[config.mk]
export PLATFORM = sky130hd
export DESIGN_NAME = spi_master_rw
export DESIGN_NICKNAME = d
export VERILOG_FILES = /design/src/rtl/spi_master_rw.sv
export SDC_FILE = /design/constraint.sdc
export NUM_CORES = 1
export LEC_CHECK = 0
export ABC_AREA = 1
export CELL_PAD_IN_SITES_DETAIL_PLACEMENT = 2
export CELL_PAD_IN_SITES_GLOBAL_PLACEMENT = 2
export CORE_ASPECT_RATIO = 0.7
export CORE_MARGIN = 3
export CORE_UTILIZATION = 30
export CTS_BUF_LIST = sky130_fd_sc_hd__clkbuf_16
export DETAILED_ROUTE_END_ITERATION = 8
export HOLD_SLACK_MARGIN = 0.15
export PLACE_DENSITY = 0.84
export SLEW_MARGIN = 20
export SYNTH_ARGS = -nofsm -noshare
export SYNTH_HDL_FRONTEND = slang
export SYNTH_SLANG_ARGS = --single-unit
[constraint.sdc]
create_clock -name clock -period 1.8 [get_ports clock]
set_input_delay 0.36 -clock clock [delete_from_list [all_inputs] [get_ports clock]]
set_output_delay 0.36 -clock clock [all_outputs]
set_load 0.03 [all_outputs]
[src/rtl/spi_master_rw.sv]
// SPI master: parametrised word width, SCK divider, SPI mode and chip-select count.
// One word in flight; optional CS hold between consecutive words.
module spi_master_rw #(
   parameter int WIDTH = 8,
   parameter int DIV   = 8,
   parameter int NCS   = 1,
   parameter int CPOL  = 0,
   parameter int CPHA  = 0,
   localparam int SELW = (NCS > 1) ? $clog2(NCS) : 1
) (
   input  logic             clock,
   input  logic             reset_n,
   input  logic             write,
   input  logic             hold,
   input  logic [SELW-1:0]  cs_sel,
   input  logic [WIDTH-1:0] din,
   output logic [WIDTH-1:0] dout,
   output logic             busy,
   output logic             done,
   output logic [NCS-1:0]   cs,
   output logic             sck,
   output logic             mosi,
   input  logic             miso
);

   localparam int DCW = $clog2(DIV + 1);
   localparam int PCW = $clog2(2 * WIDTH + 2);

   typedef enum logic {ST_IDLE, ST_XFER} state_t;

   state_t             state_q, state_d;
   logic [DCW-1:0]     div_q, div_d;
   logic [PCW-1:0]     ph_q, ph_d, ph_nx;
   logic [WIDTH-1:0]   sh_q, sh_d;
   logic [WIDTH-1:0]   rx_q, rx_d;
   logic [WIDTH-1:0]   dout_q, dout_d;
   logic [NCS-1:0]     cs_q, cs_d;
   logic               sck_q, sck_d;
   logic               mosi_q, mosi_d;
   logic               done_q, done_d;
   logic               hold_q, hold_d;

   // State and datapath registers with synchronous active-low reset.
   always_ff @(posedge clock) begin
      if (!reset_n) begin
         state_q <= ST_IDLE;
         div_q   <= '0;
         ph_q    <= '0;
         sh_q    <= '0;
         rx_q    <= '0;
         dout_q  <= '0;
         cs_q    <= '1;
         sck_q   <= 1'(CPOL);
         mosi_q  <= 1'b0;
         done_q  <= 1'b0;
         hold_q  <= 1'b0;
      end else begin
         state_q <= state_d;
         div_q   <= div_d;
         ph_q    <= ph_d;
         sh_q    <= sh_d;
         rx_q    <= rx_d;
         dout_q  <= dout_d;
         cs_q    <= cs_d;
         sck_q   <= sck_d;
         mosi_q  <= mosi_d;
         done_q  <= done_d;
         hold_q  <= hold_d;
      end
   end

   // Next-state logic: accept in idle, then phase/divider sequencing of SCK, MOSI and sampling.
   always_comb begin
      state_d = state_q;
      div_d   = div_q;
      ph_d    = ph_q;
      sh_d    = sh_q;
      rx_d    = rx_q;
      dout_d  = dout_q;
      cs_d    = cs_q;
      sck_d   = sck_q;
      mosi_d  = mosi_q;
      done_d  = 1'b0;
      hold_d  = hold_q;
      ph_nx   = ph_q + PCW'(1);
      unique case (state_q)
         ST_IDLE: begin
            if (write) begin
               state_d = ST_XFER;
               div_d   = '0;
               ph_d    = '0;
               sh_d    = din;
               rx_d    = '0;
               hold_d  = hold;
               sck_d   = 1'(CPOL);
               // Re-deriving every line releases a hold on any other index.
               for (int unsigned i = 0; i < NCS; i++) begin
                  cs_d[i] = (cs_sel != SELW'(i));
               end
               if (CPHA == 0) begin
                  mosi_d = din[WIDTH-1];
               end
            end
         end
         ST_XFER: begin
            if (div_q == DCW'(DIV - 1)) begin
               div_d = '0;
               if (ph_q == PCW'(2 * WIDTH)) begin
                  state_d = ST_IDLE;
                  done_d  = 1'b1;
                  dout_d  = rx_q;
                  if (!hold_q) begin
                     cs_d = '1;
                  end
               end else begin
                  ph_d  = ph_nx;
                  sck_d = ~sck_q;
                  if (ph_nx[0]) begin
                     // Leading edge.
                     if (CPHA == 0) begin
                        rx_d = {rx_q[WIDTH-2:0], miso};
                     end else begin
                        mosi_d = sh_q[WIDTH-1];
                        sh_d   = {sh_q[WIDTH-2:0], 1'b0};
                     end
                  end else begin
                     // Trailing edge.
                     if (CPHA != 0) begin
                        rx_d = {rx_q[WIDTH-2:0], miso};
                     end else if (ph_nx != PCW'(2 * WIDTH)) begin
                        mosi_d = sh_q[WIDTH-2];
                        sh_d   = {sh_q[WIDTH-2:0], 1'b0};
                     end
                  end
               end
            end else begin
               div_d = div_q + DCW'(1);
            end
         end
         default: state_d = ST_IDLE;
      endcase
   end

   assign busy = (state_q == ST_XFER);
   assign done = done_q;
   assign dout = dout_q;
   assign cs   = cs_q;
   assign sck  = sck_q;
   assign mosi = mosi_q;

endmodule

run_1/m1.png
Supply wires on this layer in gray.
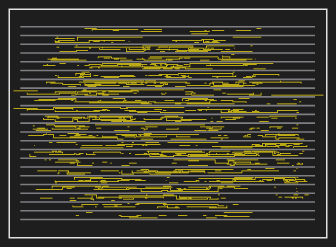
270 nets have wire on it. The longest straight run is 34.0 um.

run_1/clock_nets.png
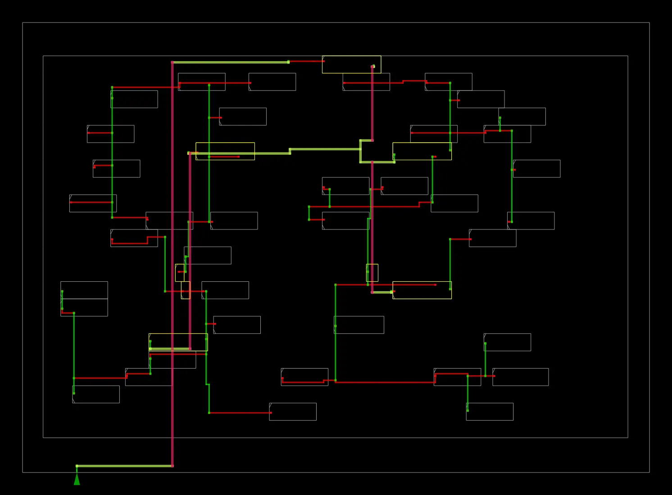
clk ins delay skew pair: 0.29 ns
Worst Skew: 0.00384 ns
clock-net power: 847 uW

==> metrics.cfg, run 1 <==
[grt]
grt_pass1_wl_mm=9.20
grt_use_met1_pct=23.0
first_global_vias=1748

[synthesis]
synthCells=237
yosysCellCount=237
ys_seq_share_pct=42.7

[sta]
slew_violations=0
worst_pin_slew_ns=0.649

[detailed_routing]
drt_iter0_drc=63
via_per_inst=4.97
first_pass_iters=4

[clock_tree]
ctsResizeCount=1
root_buffer=clkbuf_16
clockBufferDepth=2

[power]
combinationalPowerShare_pct=12.3

[floorplanning]
num_rows=22
die-width_um=98.1

[layout]
syn_to_final_growth_pct=28.6
final_core_util_pct=41.8
layout_top_cell=nand2_1

[run_status]
status=finished clean

run_1/layers.png
Two of the layers only.
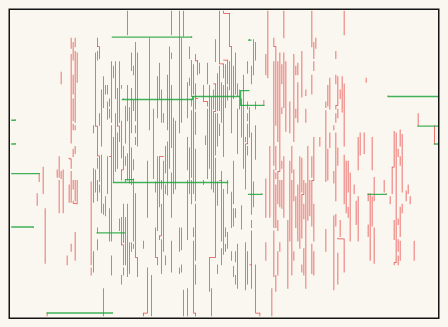
Key: red = M2 [wire length 2810 um]; green = M3 [wire length 142 um]
GRT Total Usage: 17.0%
routed via count: 1706
Total Wirelength: 6.04 mm
WL/cell: 17.6 um

run_1/port_trees.png
Bar = 20 um.
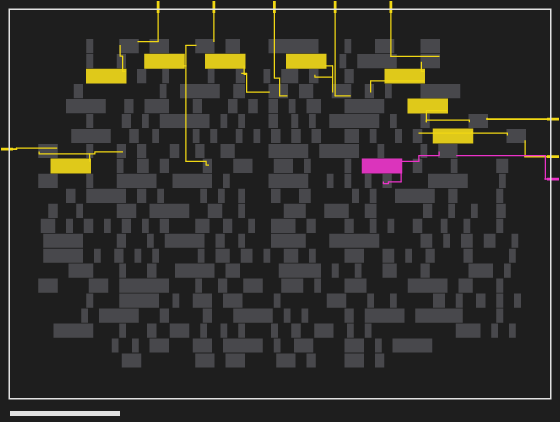
Key: magenta = sck [bits 1, direction output, edge east, end cells 1, buffers 1, wire 35.6 um]; yellow = dout [bits 8, direction output, edge 5 north, 2 east, 1 west, end cells 8, buffers 8, wire 210 um]
# IOs: 27
Port Buf Inserts: 26

run 1: path summary, 6_finish.rpt:
path | cells after the start | start | slack, ns | end
setup reg to reg | 7 | div_q[0] | 0.02 | cs
setup / recovery | 7 | div_q[0] | 0.02 | cs
hold / removal | 1 | sck | 0.46 | sck
hold reg to reg | 1 | sck | 0.46 | sck
run 1: per-stage QoR:
stage               power (uW)  instances
floorplan                 1060        237
global placement          1140        332
detailed placement        1150        332
CTS                       2000        340
global route              2080        343
finish                    1990        343
run 1: registers in the layout, indices dropped and copies added, names as in the netlist:
name and flops:
busy 1, sck 1, rx_q 8, dout 8, div_q 4, cs 1
mosi 1, done 1, ph_q 5, sh_q 7, hold_q 1
run 1: metal layers:
metal	share of wire [%]	vias up
li1	-	839
met1	49	839
met2	47	20
met3	2.3	8
met4	2.1	0
met5	0	-
run 1: final cells by class:
class	instances	area (um2)
clock buffer	5	125
clock inverter	3	12.5
fill	637	3190
inverter	22	88.8
multi-input combinational	169	892
sequential	38	766
tap	72	90.1
timing repair buffer	34	318
run 1: cells in the mapped netlist:
cell      number  share of area [%]
a211oi_1       2               0.84
nand4_1        3                1.1
a22oi_1        1               0.42
nor2_1        26                5.5
nor2_2         1               0.35
nand3_1       35                9.8
clkinv_1       1               0.21
nand4_2        1               0.70
inv_1         20                4.2
a21oi_1       18                5.1
o21ai_0        5                1.4
nand3_2        2                1.1
buf_6          3                1.9
nand2_1       55                 12
dfxtp_1       38                 43
o211ai_2       1               0.70
nor2_4         3                1.9
nand2_2        4                1.4
nand3_4        1               0.98
clkbuf_1       2               0.42
ha_1           4                2.8
buf_2          3               0.84
inv_2          1               0.21
mux2i_1        7                3.9
run_1/closeup.png
Bar = 10 um. Window x 34 to 64, y 20 to 50 um. Cells in gray, sequential cells in the stronger gray; small squares are vias.
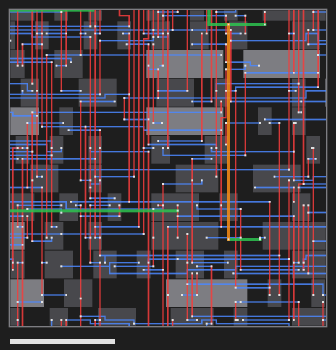

==> inputs of run 2 (changes only) <==
--- a/config.mk
+++ b/config.mk
@@ -9,7 +9,6 @@
 export CELL_PAD_IN_SITES_DETAIL_PLACEMENT = 2
 export CELL_PAD_IN_SITES_GLOBAL_PLACEMENT = 2
 export CORE_ASPECT_RATIO = 0.7
-export CORE_MARGIN = 3
 export CORE_UTILIZATION = 30
 export CTS_BUF_LIST = sky130_fd_sc_hd__clkbuf_16
 export DETAILED_ROUTE_END_ITERATION = 8
run_2/closeup.png
Bar = 10 um. Window x 32 to 62, y 18 to 48 um. Cells in gray, sequential cells in the stronger gray; small squares are vias.
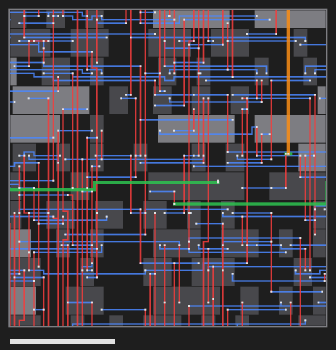
Key: blue = M1; orange = M4; green = M3; red = M2
Sequential cells in the window: 6. Most frequent: nand2_1 (10), nand3_1 (7), inv_1 (6). 57 logic cells have their middle in the window. Netlist names of flops here include rx_q (2).

==> run 2 against run 1 <==
Combinational power grew 2%. Synthesized cell count unchanged. Non-clock buffer count up 2. Sequential cell count did not move. Sequential share of layout area decreased by 0.33 points. Maximum frequency is 4.6% higher. Die size down 9.5%. Via count grew 2.4%. Critical path type is now flip-flop to output pin. Clock power is 0.5% lower. Largest power group unchanged. Hold slack better by 0.0055 ns. Core utilization shrank 1.5 points. Synthesized area unchanged.
==> metrics.cfg, run 2 <==
[run_status]
status=finished clean

[floorplanning]
die-width_um=94.1
num_rows=23
ioPinCount=27

[grt]
grt_use_met1_pct=27.8
first_global_vias=1864
gr-usage-all-layers_pct=20.9
grt_pass1_wl_mm=9.80

[synthesis]
ys_sh_mux_pct=3.93
yosys.area.top_type=dfxtp_1
area_leaders=dfxtp_1 43%, nand2_1 12%, nand3_1 9.8%, nor2_1 5.5%, a21oi_1 5.1%
synth.top_cell.area_share_pct=42.7
ys.flop_type=dfxtp_1
postSynth.asyncResetShare_pct=0
ys_seq_share_pct=42.7
synthCells=237
synth-edff-count=0
synthMostInstantiatedCell=nand2_1
synth.top_cells.by_count=55 x nand2_1, 38 x dfxtp_1, 35 x nand3_1, 26 x nor2_1, 20 x inv_1

[sta]
final.setup_skew_ns=0.00628
worst_pin_slew_ns=0.586

[layout]
syn_to_final_growth_pct=29.6
fin_nets=292
final_cells=350
fill_cells=641

[critical_path]
crit_path_max_incr_delay_ns=0.70
cp-end-kind=output pin

[clock_tree]
root_buffer=clkbuf_16
ctsResizeCount=1
clockBufferDepth=2
clk_latency_ns=0.28

[placed_design]
dp.cells=336
port_buffers=26

[detailed_routing]
drt_iter0_drc=46
vias=1747
drt-total-wl_mm=6.23

[power]
p_leak_uw=0.000978
power_uw=1990

[run 2: cell counts after synthesis]
Identical to the previous run, type by type.
[run 2: cell type report]
| cell class | count | area (um2) | share of cell area, % |
|---|---|---|---|
| Multi-Input combinational cell | 171 | 898 | 38.9 |
| Clock buffer | 5 | 125 | 5.41 |
| Tap cell | 75 | 93.8 | 4.06 |
| Clock inverter | 3 | 12.5 | 0.541 |
| Timing Repair Buffer | 36 | 333 | 14.4 |
| Sequential cell | 38 | 764 | 33.1 |
| Inverter | 22 | 83.8 | 3.63 |
[run 2: kinds of logic (layout without fill, tap and decap cells)]
logic type                 Yosys count  count (layout)
adders and majority gates            4               4
muxes                                7               7
and+or+nand+nor                    131             133
buffers and inverters               30              66
AOI/OAI and AO/OA                   27              27
DFF                                 38              38
[run 2: final timing paths]
| kind | from | to | slack (ns) | depth (start not counted) |
|---|---|---|---|---|
| hold / removal | div_q[3] | div_q[3] | 0.47 | 2 |
| setup reg to reg | ph_q[0] | rx_q[0] | 0.12 | 10 |
| setup / recovery | dout[3] | dout[3] | 0.10 | 1 |
| hold reg to reg | div_q[3] | div_q[3] | 0.47 | 2 |
[run 2: worst register-to-register path: stages, from the launching register on]
cell and delay, ns:
dfxtp_2 0.38, inv_1 0.09, ha_1 0.20, nand2_1 0.06
inv_1 0.06, nand2_1 0.10, nand2_2 0.12, nor2_4 0.22
inv_2 0.12, nand3_1 0.11, a21oi_1 0.09
[run 2: where the power goes]
part / switching, uW / leakage [uW] / total, uW / internal [uW]
logic: 150 / 0.000595 / 248 / 98.3
registers: 28.9 / 0.000310 / 903 / 874
clock network: 342 / 0.0000724 / 843 / 501
total: 521 / 0.000978 / 1990 / 1470
[run 2: metal layers]
metal  vias up  wire length (um)
met5         -                 0
met4         0               114
met3        12               169
met2        25              2880
met1       856              3070
li1        854                 -
run_2/layers.png
Two of the layers only.
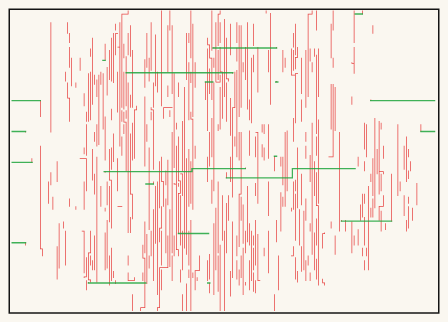

==> inputs of run 3 (changes only) <==
--- a/config.mk
+++ b/config.mk
@@ -14,7 +14,7 @@
 export DETAILED_ROUTE_END_ITERATION = 8
 export HOLD_SLACK_MARGIN = 0.15
 export PLACE_DENSITY = 0.84
-export SLEW_MARGIN = 20
+export SLEW_MARGIN = 5
 export SYNTH_ARGS = -nofsm -noshare
 export SYNTH_HDL_FRONTEND = slang
 export SYNTH_SLANG_ARGS = --single-unit
==> constraint.sdc (replaced) <==
create_clock -name clock -period 1.6 [get_ports clock]
set_input_delay 0.32 -clock clock [delete_from_list [all_inputs] [get_ports clock]]
set_output_delay 0.32 -clock clock [all_outputs]
set_load 0.03 [all_outputs]
run_3/layers.png
Two of the layers only.
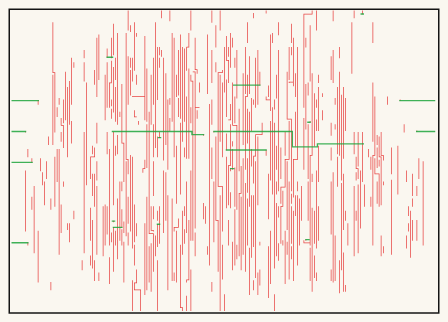
Key: red = M2 [wire length 3510 um]; green = M3 [wire length 106 um]
WL/cell: 19.7 um
GRT Total Usage: 21.9%
Total Wirelength: 7.06 mm
routed via count: 1820

==> run 3 against run 2 <==
Sequential power rose by about 10%. Cell area rose by 11%. Global-route usage rose by 0.96 points. Final cell count rose by 2.6%. First-iteration DRC count rose by 46%. Synthesized area did not move. Sequential share of layout area fell by 3.0 points. Setup slack got worse by 0.080 ns. Clock skew rose by 0.0022 ns.
==> metrics.cfg, run 3 <==
[clock_tree]
root_buffer=clkbuf_16
clk_latency_ns=0.29
ctsResizeCount=15

[critical_path]
reg2reg_to=sh_q[3]
cp-end-kind=flip-flop
critPathCapture=sh_q[3]
rrSetupSlack_ns=0.02
r2r-start=ph_q[0]
cp-startpoint=ph_q[0]

[floorplanning]
ioPinCount=27
die-width_um=94.1
num_rows=23

[placed_design]
port_buffers=26
dp.cells=349
place_area_mm2=0.00225

[synthesis]
synthMostInstantiatedCell=nand2_1
area_leaders=dfxtp_1 43%, nand2_1 12%, nand3_1 9.8%, nor2_1 5.5%, a21oi_1 5.1%
yosysCellCount=237
postSynth.asyncResetShare_pct=0
synthCells=237
ys_chip_area_mm2=0.00178
yosys.area.top_type=dfxtp_1
ys_sh_mux_pct=3.93
ys.flop_type=dfxtp_1
synth-edff-count=0
synth.top_cell.area_share_pct=42.7

[power]
p_leak_uw=0.00114
p_clk_share_pct=48.6
netSwitchingFraction_pct=24.1
p_int_uw=2010
combinationalPowerShare_pct=13.2

[run_status]
status=finished clean

[sta]
final.setup_skew_ns=0.00851
worst_pin_slew_ns=0.346
fmax_mhz=634
slew_violations=0

[layout]
final-comb-area_um2=1000
fin_nets=301
layout_top_cell=nand2_1
regArea_um2=771
final_cells=359
final_core_util_pct=44.7

[job]
drv_cap=0

[grt]
grt_max_degree=18
grt_pass1_wl_mm=10.0
first_global_vias=1943

[detailed_routing]
drt_iter0_drc=67
via_per_inst=5.07

[run 3: metal layers]
metal | vias to the layer above | share of wire [%] | GRT usage [%] | wire [um]
li1 | 868 | - | - | -
met1 | 920 | 47 | 26.9 | 3310
met2 | 21 | 50 | 38.5 | 3510
met3 | 11 | 1.5 | 4.11 | 105
met4 | 0 | 1.8 | 7.12 | 127
met5 | - | 0 | 0 | 0
[run 3: cell type report]
class	count	share of cell area, %
multi-input cells	170	39.0
flip-flops and latches	38	30.1
repair buffers	46	16.6
clock buffers	5	4.89
well taps	75	3.66
inverters	22	3.22
clock inverters	3	2.49
[run 3: cell families after synthesis]
kind of cell | count (synthesis)
mux | 7
compound gates | 27
buf+inv | 30
flops | 38
simple gates | 131
fa+ha+maj | 4
[run 3: how the worst min path moves through the flow]
stage                        start       end  cells after the start
after floorplan            rx_q[7]   dout[7]                      2
after global placement     rx_q[7]   dout[7]                      2
after detailed placement   rx_q[7]   dout[7]                      2
after CTS                  rx_q[7]   dout[7]                      2
after global routing      div_q[3]  div_q[3]                      2
final                     div_q[3]  div_q[3]                      2
[run 3: power groups by stage]
stage / Sequential, uW / Combinational [uW] / Clock, uW
floorplan: 1040 / 156 / 0
global placement: 1030 / 285 / 0
detailed placement: 1030 / 298 / 0
CTS: 1010 / 306 / 1310
global route: 1020 / 377 / 1340
finish: 1020 / 349 / 1290
[run 3: critical path, stage by stage (launching register included)]
cell	delay [ns]
dfxtp_4	0.38
inv_2	0.05
ha_2	0.17
nand2_2	0.07
inv_2	0.06
nand3_4	0.11
nand3_4	0.13
nor2_4	0.26
nand3_2	0.11
nand2_2	0.08
nor2_1	0.04
No activity file was given, so power comes from the tool's default toggle rates.
